run_1/pinout.png
Pins as bars across the die edge, other pins in grey.
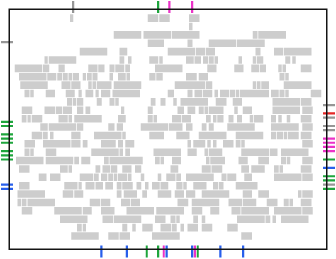
run_1/clock_nets.png
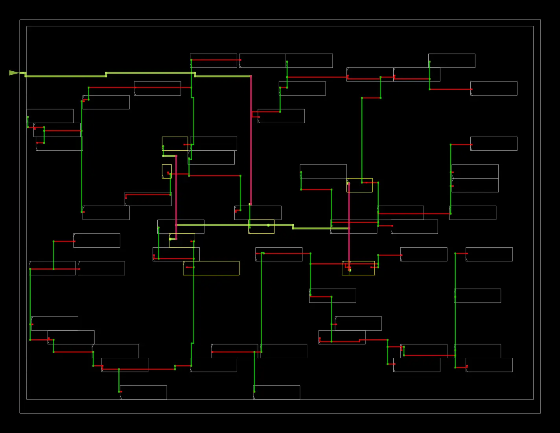
run_1/layers.png
The bar under the picture is 20 um long.
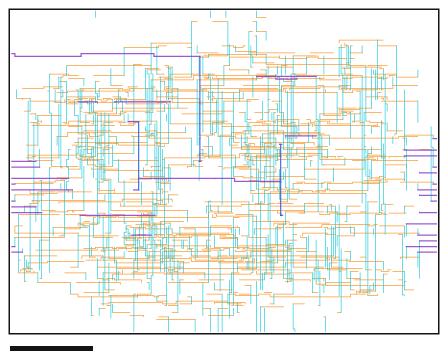
## src/rtl/sum_frame_accumulator.sv

```systemverilog
// sum_frame_accumulator: sums FRAME_LEN consecutive adder results into one
// frame total and presents it, with its sum count, on a registered
// valid/ready output. A flush strobe closes a non-empty frame early.
// Optional build macro SUM_FRAME_ACC_SAT_EN: saturating add with a sticky
// overflow flag reported on out_ovf; otherwise the add wraps and out_ovf is 0.
module sum_frame_accumulator #(
  parameter int unsigned IN_W      = 9,
  parameter int unsigned ACC_W     = 16,
  parameter int unsigned FRAME_LEN = 4,
  parameter int unsigned CNT_W     = 8
) (
  input  logic             clk,
  input  logic             rst,
  input  logic [IN_W-1:0]  in_data,
  input  logic             in_valid,
  output logic             in_ready,
  input  logic             flush,
  output logic [ACC_W-1:0] out_data,
  output logic [CNT_W-1:0] out_count,
  output logic             out_ovf,
  output logic             out_valid,
  input  logic             out_ready
);

  localparam int unsigned SUM_W = ACC_W + 1;

  typedef enum logic [1:0] {
    S_INIT  = 2'd0,
    S_ACCUM = 2'd1,
    S_SEND  = 2'd2
  } state_e;

  state_e           state_q, state_d;
  logic [ACC_W-1:0] acc_q, acc_d;
  logic [CNT_W-1:0] cnt_q, cnt_d;
  logic             in_ready_q, in_ready_d;
  logic             out_valid_q, out_valid_d;
  logic [ACC_W-1:0] out_data_q, out_data_d;
  logic [CNT_W-1:0] out_count_q, out_count_d;

  logic [ACC_W-1:0] add_res;
  logic [CNT_W-1:0] cnt_inc;
  logic             in_hs;
  logic             frame_full;

`ifdef SUM_FRAME_ACC_SAT_EN
  logic             ovf_q, ovf_d;
  logic             out_ovf_q, out_ovf_d;
  logic [SUM_W-1:0] sum_wide;
  logic             add_ovf;

  // Saturating add: clamp to all-ones when the carry out is set.
  always_comb begin
    sum_wide = SUM_W'(acc_q) + SUM_W'(in_data);
    add_ovf  = sum_wide[ACC_W];
    add_res  = add_ovf ? {ACC_W{1'b1}} : sum_wide[ACC_W-1:0];
  end
`else
  // Wrapping add modulo 2^ACC_W.
  always_comb begin
    add_res = acc_q + ACC_W'(in_data);
  end
`endif

  // Handshake qualifiers and frame-length detection.
  always_comb begin
    in_hs      = in_ready_q & in_valid;
    cnt_inc    = cnt_q + CNT_W'(1);
    frame_full = (cnt_inc == CNT_W'(FRAME_LEN));
  end

  // Next-state and registered-output logic.
  always_comb begin
    state_d     = state_q;
    acc_d       = acc_q;
    cnt_d       = cnt_q;
    in_ready_d  = in_ready_q;
    out_valid_d = out_valid_q;
    out_data_d  = out_data_q;
    out_count_d = out_count_q;
`ifdef SUM_FRAME_ACC_SAT_EN
    ovf_d       = ovf_q;
    out_ovf_d   = out_ovf_q;
`endif
    unique case (state_q)
      S_INIT: begin
        in_ready_d = 1'b1;
        state_d    = S_ACCUM;
      end
      S_ACCUM: begin
        if (in_hs) begin
          if (frame_full || flush) begin
            out_data_d  = add_res;
            out_count_d = cnt_inc;
            out_valid_d = 1'b1;
            in_ready_d  = 1'b0;
`ifdef SUM_FRAME_ACC_SAT_EN
            out_ovf_d   = ovf_q | add_ovf;
`endif
            state_d     = S_SEND;
          end else begin
            acc_d = add_res;
            cnt_d = cnt_inc;
`ifdef SUM_FRAME_ACC_SAT_EN
            ovf_d = ovf_q | add_ovf;
`endif
          end
        end else if (flush && (cnt_q != '0)) begin
          // Early close of a partial frame; empty frames are never emitted.
          out_data_d  = acc_q;
          out_count_d = cnt_q;
          out_valid_d = 1'b1;
          in_ready_d  = 1'b0;
`ifdef SUM_FRAME_ACC_SAT_EN
          out_ovf_d   = ovf_q;
`endif
          state_d     = S_SEND;
        end
      end
      S_SEND: begin
        if (out_ready) begin
          out_valid_d = 1'b0;
          acc_d       = '0;
          cnt_d       = '0;
          in_ready_d  = 1'b1;
`ifdef SUM_FRAME_ACC_SAT_EN
          ovf_d       = 1'b0;
`endif
          state_d     = S_ACCUM;
        end
      end
      default: begin
        in_ready_d  = 1'b0;
        out_valid_d = 1'b0;
        state_d     = S_INIT;
      end
    endcase
  end

  // State and datapath registers with asynchronous reset.
  always_ff @(posedge clk or posedge rst) begin
    if (rst) begin
      state_q     <= S_INIT;
      acc_q       <= '0;
      cnt_q       <= '0;
      in_ready_q  <= 1'b0;
      out_valid_q <= 1'b0;
      out_data_q  <= '0;
      out_count_q <= '0;
`ifdef SUM_FRAME_ACC_SAT_EN
      ovf_q       <= 1'b0;
      out_ovf_q   <= 1'b0;
`endif
    end else begin
      state_q     <= state_d;
      acc_q       <= acc_d;
      cnt_q       <= cnt_d;
      in_ready_q  <= in_ready_d;
      out_valid_q <= out_valid_d;
      out_data_q  <= out_data_d;
      out_count_q <= out_count_d;
`ifdef SUM_FRAME_ACC_SAT_EN
      ovf_q       <= ovf_d;
      out_ovf_q   <= out_ovf_d;
`endif
    end
  end

  assign in_ready  = in_ready_q;
  assign out_valid = out_valid_q;
  assign out_data  = out_data_q;
  assign out_count = out_count_q;
`ifdef SUM_FRAME_ACC_SAT_EN
  assign out_ovf   = out_ovf_q;
`else
  assign out_ovf   = 1'b0;
`endif

endmodule

```

## config.mk

```make
export PLATFORM = sky130hd
export DESIGN_NAME = sum_frame_accumulator
export DESIGN_NICKNAME = d
export VERILOG_FILES = /design/src/rtl/sum_frame_accumulator.sv
export SDC_FILE = /design/constraint.sdc
export NUM_CORES = 1
export LEC_CHECK = 0
export ABC_AREA = 0
export ABC_CLOCK_PERIOD_IN_PS = 4100
export CORE_ASPECT_RATIO = 0.75
export CORE_UTILIZATION = 40
export CTS_CLUSTER_SIZE = 14
export DETAILED_ROUTE_END_ITERATION = 7
export HOLD_SLACK_MARGIN = 0.12
export PLACE_DENSITY = 0.59
export SLEW_MARGIN = 0
export SYNTH_ARGS = -nofsm -noshare
export SYNTH_HDL_FRONTEND = slang
export SYNTH_SLANG_ARGS = --single-unit
```

## constraint.sdc

```tcl
create_clock -name clk -period 4.1 [get_ports clk]
set_input_delay 0.615 -clock clk [delete_from_list [all_inputs] [get_ports clk]]
set_output_delay 0.615 -clock clk [all_outputs]
set_load 0.05 [all_outputs]
```

==> out/metrics.csv, run 1 <==
metric,value,unit
layout cell share with drive strength beyond 1,6.497,%
Pwr Density,661.4,nW/um2
logic area,1617,um2
vias per cell,5.341,
H-tree depth,2,
Init Core Util,41.41,%
Final Hold Fails,0,
"top cells by count, synth","dfrtp_1, nand2_1, o21ai_0",
critical path endpoint category,flip-flop,
"mux frac, synth",3.462,%
worst setup path class,flip-flop to flip-flop,
mean routed wirelength per cell,15.10,um
max layer used,met4,
worst hold slack,0.4532,ns
Fin Setup TNS,0,ns
CP Cell Sequence,ha_1 -> nand3_1 -> o21a_1 -> a2111oi_4 -> nor2_1 -> buf_4 -> a22o_1,
Worst-path clk slew,0.10,ns
HP Class,flip-flop to flip-flop,
die extent in x,102.6,um
CTS buffer count,5,
CP Data Arrival Time,3.21,ns
outcome,"finished, final reports clean",
top_reg_cell synth,dfrtp_1,
GRT met3 Usage,3.514,%
r2r setup slk,1.10,ns
CTS resizes,0,
pre-CTS setup slack,1.072,ns
Antenna Cells,0,
Worst path max stage delay,0.68,ns
Synth area leader,dfrtp_1,
yosys stat chip area,3035,um2
worst setup margin,1.099,ns
slew margin rel.,47.22,%
die height,77.44,um
port bufs,39,
fin. max-slew vios,0,
final WL,6.871,mm
Clock-cell share,2.990,%
Comb area share,44.92,%
I/O pin cnt,41,
Top non-seq family,AND-OR/OR-AND gates,
CTS Hold Bufs,0,
Chip Area,7945,um2
startpoint types,flip-flop,
RSZ-0062 raised after global routing,no,
largest net degree at the start of global routing,50,
Final Core Density,49.09,%
router iterations before antenna repair,4,
met1 GRT Util,28.18,%
"Setup violations, final",0,
row count,27,
GRT busiest layer,met1,
cycle use final,73.19,%
"AND-OR/OR-AND Cells, Area Fraction",22.96,%
sequential cell area share,36.16,%
CP bufs+invs,1,
Core Box Area,7331,um2
## Picture notes: pinout.png
green -> out_data  # pins 16, direction output, edge 8 left, 4 right, 3 bottom, 1 top
blue -> in_data  # pins 9, direction input, edge 6 bottom, 2 left, 1 right
magenta -> out_count  # pins 8, direction output, edge 4 right, 2 bottom, 2 top
red -> out_ready  # pins 1, direction input, edge right

## Picture notes: clock_nets.png
Sink Count: 52
clkbuf count: 6
flop count: 52
clock-net power: 358 uW

## Picture notes: layers.png
orange -> M1  # wire length 3,660 um
purple -> M3  # wire length 274 um
blue -> M4  # wire length 58.5 um
cyan -> M2  # wire length 2,880 um

-- run 1: worst paths after layout --
check                                    end      start  cells past startpoint
worst max-delay path                acc_q[1]   cnt_q[0]                      7
worst min-delay path               acc_q[15]  acc_q[15]                      1
worst max register to register      acc_q[1]   cnt_q[0]                      7
worst min register to register     acc_q[15]  acc_q[15]                      1
max in group asynchronous       out_data[10]        rst                      3
min in group asynchronous       out_count[3]        rst                      2
-- run 1: per-stage QoR --
step / area, um2 / cells / power [uW]
CTS: 3598 / 455 / 2398
finish: 3598 / 455 / 2380
global route: 3598 / 455 / 2549
detailed placement: 3491 / 447 / 2028
floorplan: 3035 / 325 / 1693
global placement: 3491 / 447 / 2015
-- run 1: cells in the final DEF (no fill, tap or decap), drive strengths merged, types with 2 or more instances in the layout --
| cell | instances |
|---|---|
| clkbuf | 6 |
| a31oi | 9 |
| a211oi | 4 |
| xnor2 | 13 |
| o31ai | 2 |
| nor2 | 12 |
| a41oi | 2 |
| a21o | 6 |
| mux2i | 9 |
| nor3 | 6 |
| a22o | 8 |
| xor2 | 11 |
| o21ai | 42 |
| o2111ai | 3 |
| dfrtp | 52 |
| o211ai | 2 |
| and3 | 2 |
| and2 | 2 |
| or2 | 2 |
| nand2 | 49 |
| clkdlybuf4s50 | 39 |
| nand4 | 3 |
| o21a | 3 |
| nand3 | 6 |
| a2bb2oi | 2 |
| ha | 12 |
| nor2b | 3 |
| buf | 4 |
| or3 | 2 |
| and4 | 2 |
| inv | 7 |
| a21oi | 11 |
-- run 1: power by group --
part / switching [uW] / total, uW / internal, uW
Sequential: 136 / 794 / 658
Clock: 177 / 358 / 182
Combinational: 769 / 1230 / 459
Total: 1080 / 2380 / 1300
run_1/clock_wires.png
The bar under the picture is 20 um long.
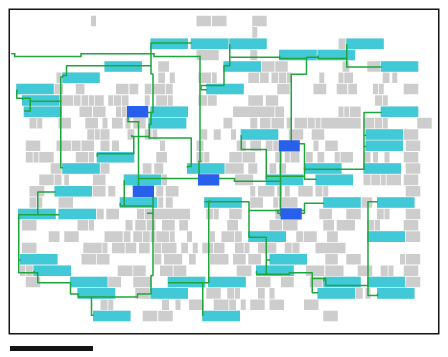

--- run 2 (diff from run 1) ---
--- a/config.mk
+++ b/config.mk
@@ -6,13 +6,13 @@
 export NUM_CORES = 1
 export LEC_CHECK = 0
 export ABC_AREA = 0
-export ABC_CLOCK_PERIOD_IN_PS = 4100
+export ABC_CLOCK_PERIOD_IN_PS = 2550
 export CORE_ASPECT_RATIO = 0.75
 export CORE_UTILIZATION = 40
 export CTS_CLUSTER_SIZE = 14
 export DETAILED_ROUTE_END_ITERATION = 7
 export HOLD_SLACK_MARGIN = 0.12
-export PLACE_DENSITY = 0.59
+export PLACE_DENSITY = 0.62
 export SLEW_MARGIN = 0
 export SYNTH_ARGS = -nofsm -noshare
 export SYNTH_HDL_FRONTEND = slang
==> constraint.sdc (replaced) <==
create_clock -name clk -period 2.55 [get_ports clk]
set_input_delay 0.3825 -clock clk [delete_from_list [all_inputs] [get_ports clk]]
set_output_delay 0.3825 -clock clk [all_outputs]
set_load 0.05 [all_outputs]
run_2/clock_wires.png
The bar under the picture is 20 um long.
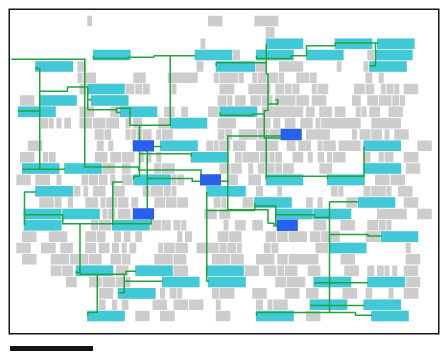
green -> clock wires  # length 742 um
blue -> clock-net drivers  # count 5
cyan -> flip-flops  # count 52
flops lie = widely spread

==> run 2 against run 1 <==
  * Sequential power rose by about 60%
  * Wire length rose by 6.9%
  * Critical path type unchanged
  * Die area did not move
==> out/metrics.csv, run 2 <==
metric,value,unit,change
P_sw,1811,uW,+67%
Chip Area,7945,um2,unchanged
Layout Cells excl Fill,488,,+7.3%
combinational share of power,56.1,%,+4.5 points
row count,27,,unchanged
vias per cell,5.283,,-1.1%
Clk pwr share,12.6,%,-2.5 points
final WL,7.346,mm,+6.9%
CTS buffer count,5,,unchanged
Final Hold Fails,0,,unchanged
Fin Setup TNS,0,ns,unchanged
CP Data Arrival Time,2.67,ns,-0.54 ns
router iterations before antenna repair,4,,unchanged
Worst-path clk slew,0.10,ns,about the same
pre-CTS setup slack,-0.1461,ns,-1.218 ns
Top Layout Cells,"dfrtp_1, nand2_1, clkdlybuf4s50_1, buf_4, o21ai_0",,
top_reg_cell synth,dfrtp_1,,
HP Class,input port to async pin,,
port bufs,39,,unchanged
H-tree depth,2,,unchanged
"AND-OR/OR-AND Cells, Area Fraction",22.96,%,unchanged
die extent in x,102.6,um,unchanged
CP Cell Sequence,ha_1 -> buf_4 -> xor2_1 -> o2111ai_2 -> a2111oi_4 -> buf_4 -> o311ai_4 -> buf_12 -> buf_4 -> mux2_4,,
largest net degree at the start of global routing,27,,-46%
Placed Instance Area,3711,um2,+6.3%
Pwr Density,1035,nW/um2,+56%
Final Core Density,53.44,%,+4.4 points
Leakage,0.001675,uW,
yosys stat chip area,3035,um2,unchanged
worst setup path class,flip-flop to flip-flop,,
mean routed wirelength per cell,15.05,um,-0.32%
"mux frac, synth",3.462,%,unchanged
placed insts,473,,+5.8%
Sequential Power Share,31.3,%,-2.1 points
most frequent logic cell in the layout,dfrtp_1,,
"top cells by count, synth","dfrtp_1, nand2_1, o21ai_0",,
die height,77.44,um,unchanged
critical path endpoint category,flip-flop,,
Worst path max stage delay,0.44,ns,-0.24 ns
CP bufs+invs,4,,+3
Pint,2242,uW,+73%
Core Box Area,7331,um2,unchanged
Synth area leader,dfrtp_1,,
outcome,"finished, final reports clean",,
startpoint types,flip-flop,,
Final Cell Area,3918,um2,+8.9%
-- run 2: cell types whose count changed in the layout (fill, tap and decap cells not counted), sizes merged --
cell	change
buf	+33
bufinv	-1
clkbuf	+1
clkinv	-1
clkinvlp	+1
-- run 2: worst paths after layout --
check | start | endpoint | slack [ns] | cells after the start
worst min-delay path | rst | out_data[0] | 0.38 | 2
min in group clk | acc_q[15] | acc_q[15] | 0.46 | 1
worst max-delay path | cnt_q[0] | out_count[5] | 0.08 | 10
worst max register to register | cnt_q[0] | out_count[5] | 0.08 | 10
max in group asynchronous | rst | cnt_q[0] | 1.56 | 3
worst min register to register | acc_q[15] | acc_q[15] | 0.46 | 1
-- run 2: layer usage --
| metal | global-route usage (%) | routed length (um) |
|---|---|---|
| met1 | 29.04 | 3683 |
| met2 | 29.00 | 3132 |
| met3 | 4.234 | 473 |
| met4 | 4.000 | 56 |
| met5 | 0 | 0 |
-- run 2: final cells by class --
| cell class | count | area, um2 |
|---|---|---|
| clock buffer | 7 | 86.33 |
| timing repair buffer | 76 | 705.7 |
| tap | 101 | 126.4 |
| multi-input combinational | 244 | 1662 |
| sequential | 52 | 1304 |
| inverter | 7 | 26.28 |
| fill | 698 | 3413 |
| clock inverter | 1 | 7.507 |
-- run 2: timing repair --
item,in CTS,in global routing
setup buffers,0,7
setup endpoints to repair,0,44
resized,0,10
hold buffers,0,0
-- run 2: power by group through the flow --
stage          combinational (uW)  clock [uW]  sequential, uW
6_report                     2270         512            1270
5_1_grt                      2490         559            1300
4_1_cts                      2180         519            1270
3_5_place_dp                 2170           0            1290
3_3_place_gp                 2140           0            1280
2_1_floorplan                1090           0            1630
run_2/clock_nets.png
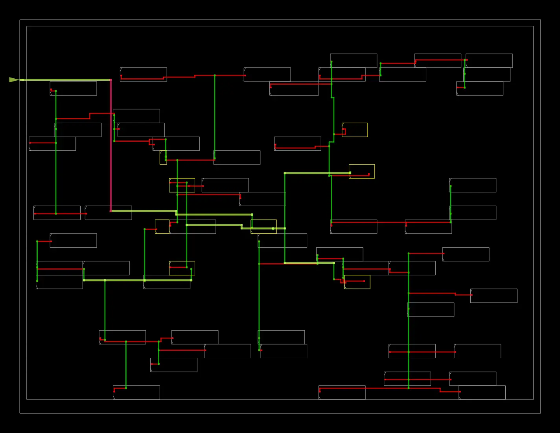

--- run 3 (diff from run 2) ---
--- a/config.mk
+++ b/config.mk
@@ -13,6 +13,7 @@
 export DETAILED_ROUTE_END_ITERATION = 7
 export HOLD_SLACK_MARGIN = 0.12
 export PLACE_DENSITY = 0.62
+export RECOVER_POWER = 50
 export SLEW_MARGIN = 0
 export SYNTH_ARGS = -nofsm -noshare
 export SYNTH_HDL_FRONTEND = slang
run_3/clock_nets.png
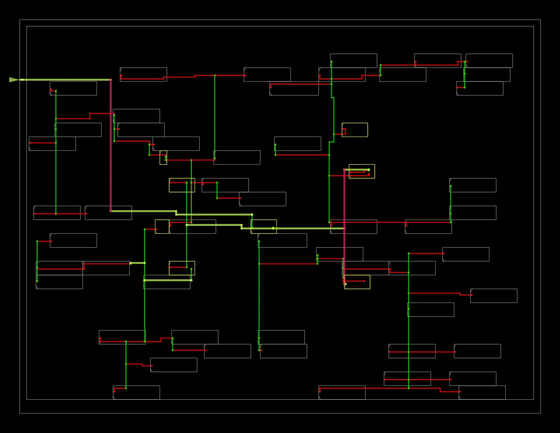
clock-net power: 512 uW
CTS buffer count: 5
clock skew: 0.008878 ns

==> run 3 against run 2 <==
  * Setup slack about the same
  * Total power down 0.62%
  * Clock power about the same
  * Count of clock-buffer cells in the layout unchanged
  * Critical path depth unchanged
  * Clock skew about the same
  * Non-clock buffer count unchanged
  * Register-to-register slack about the same
  * Largest cell class unchanged
==> out/metrics.csv, run 3 <==
metric,value,unit,change
outcome,"finished, final reports clean",,
Largest cell class,multi-input combinational cells,,
Layout Cells excl Fill,488,,unchanged
Synth area leader,dfrtp_1,,
"mux frac, synth",3.462,%,unchanged
die extent in x,102.6,um,unchanged
clkbuf count,7,,unchanged
Top Layout Cells,"dfrtp_1, nand2_1, buf_4, o21ai_0, clkdlybuf4s50_1",,
Pwr Density,1030,nW/um2,-0.43%
Placed Instance Area,3711,um2,unchanged
most frequent logic cell in the layout,dfrtp_1,,
router iterations before antenna repair,5,,+1
placed insts,473,,unchanged
sequential cell area share,33.34,%,+0.064 points
Comb gates,244,,unchanged
flop count,52,,unchanged
Core Box Area,7331,um2,unchanged
Final Cell Area,3910,um2,-0.19%
startpoint types,flip-flop,,
invs w/o clock,7,,unchanged
nonclk buf count,76,,unchanged
final WL,7.359,mm,+0.18%
Leakage,0.001703,uW,+1.6%
"AND-OR/OR-AND Cells, Area Fraction",22.96,%,unchanged
port bufs,39,,unchanged
r2r setup slk,0.08,ns,about the same
largest net degree at the start of global routing,27,,unchanged
CP Data Arrival Time,2.68,ns,about the same
Hold Path Sink,acc_q[15],,
NonClk Buf Share,17.86,%,-0.16 points
worst setup path class,flip-flop to flip-flop,,
logic area,1662,um2,unchanged
mean routed wirelength per cell,15.08,um,+0.18%
Reg2Reg Depth,10,,unchanged
n_taps,101,,unchanged
Worst path max stage delay,0.44,ns,about the same
Worst-path clk slew,0.10,ns,about the same
yosys stat chip area,3035,um2,unchanged
H-tree depth,2,,unchanged
Final Hold Fails,0,,unchanged
CP Cell Sequence,ha_1 -> buf_4 -> xor2_1 -> o2111ai_2 -> a2111oi_4 -> buf_4 -> o311ai_4 -> buf_12 -> buf_4 -> mux2_4,,
worst flop-to-flop path startpoint,cnt_q[0],,
HP Class,flip-flop to flip-flop,,
critical path endpoint category,flip-flop,,
row count,27,,unchanged
"top cells by count, synth","dfrtp_1, nand2_1, o21ai_0",,
[run 3: cell types whose count changed in the layout (fill, tap and decap cells not counted), sizes merged]
cell           previous run  this run
clkdlybuf4s50            39        25
dlygate4sd3               0        14
buf                      37        35
clkbuf                    7         9
[run 3: worst register-to-register path, delay by kind of cell, from the launching register on]
| family | cells | cell delay [ns] |
|---|---|---|
| AOI/OAI and AO/OA | 3 | 0.63 |
| xor gates and xnor gates | 1 | 0.17 |
| adders and majority gates | 1 | 0.22 |
| buffers and inverters | 4 | 0.63 |
| DFF | 1 | 0.44 |
| muxes | 1 | 0.28 |
[run 3: where the power goes]
part	leakage, uW	switching (uW)	internal [uW]
combinational	0.000971	1310	938
sequential	0.000688	204	1060
clock	0.0000445	290	222
total	0.00170	1810	2220
[run 3: logic make-up after synthesis]
kind of cell / after synthesis
AOI/OAI and AO/OA: 104
xor gates and xnor gates: 24
adders and majority gates: 13
buffers and inverters: 29
DFF: 52
muxes: 10
other: 1
and+or+nand+nor: 92
[run 3: timing repair]
action                                  in CTS  in global routing
hold buffers                                 0                  0
gates resized                                0                 10
endpoints found under the setup margin       0                 44
setup buffers                                0                  7
[run 3: worst max path at each step]
stage	startpoint	end	slack (ns)	cells after the start
5_1_grt	cnt_q[0]	out_count[5]	-0.02	10
3_3_place_gp	in_data[0]	out_data[14]	-0.15	9
2_1_floorplan	cnt_q[0]	out_count[0]	0.17	9
3_5_place_dp	in_data[0]	acc_q[12]	-0.15	9
6_report	cnt_q[0]	out_count[5]	0.08	10
4_1_cts	cnt_q[1]	out_data[9]	0.007	8
[run 3: layer usage]
metal  part of all wire [%]  GRT usage (%)  wire, um
met1                     49          29.04      3581
met2                     43          29.00      3165
met3                    7.5          4.234       551
met4                   0.83          4.000        61
met5                      0              0         0

==> layout pictures side by side <==
Sequential cells grouped by signal name.
Other sequential cells in the stronger grey, the rest of the logic in the fainter grey.
Plate I
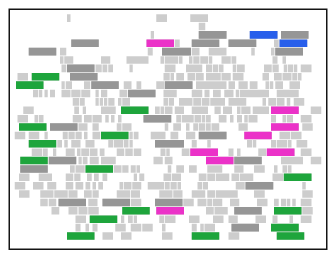
Plate II
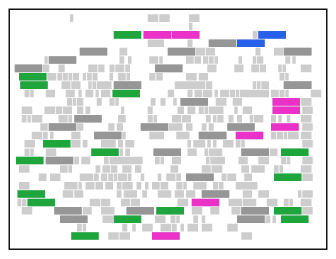
run 1: Plate II
run 3: Plate I

Power and IR drop assume default switching activity.
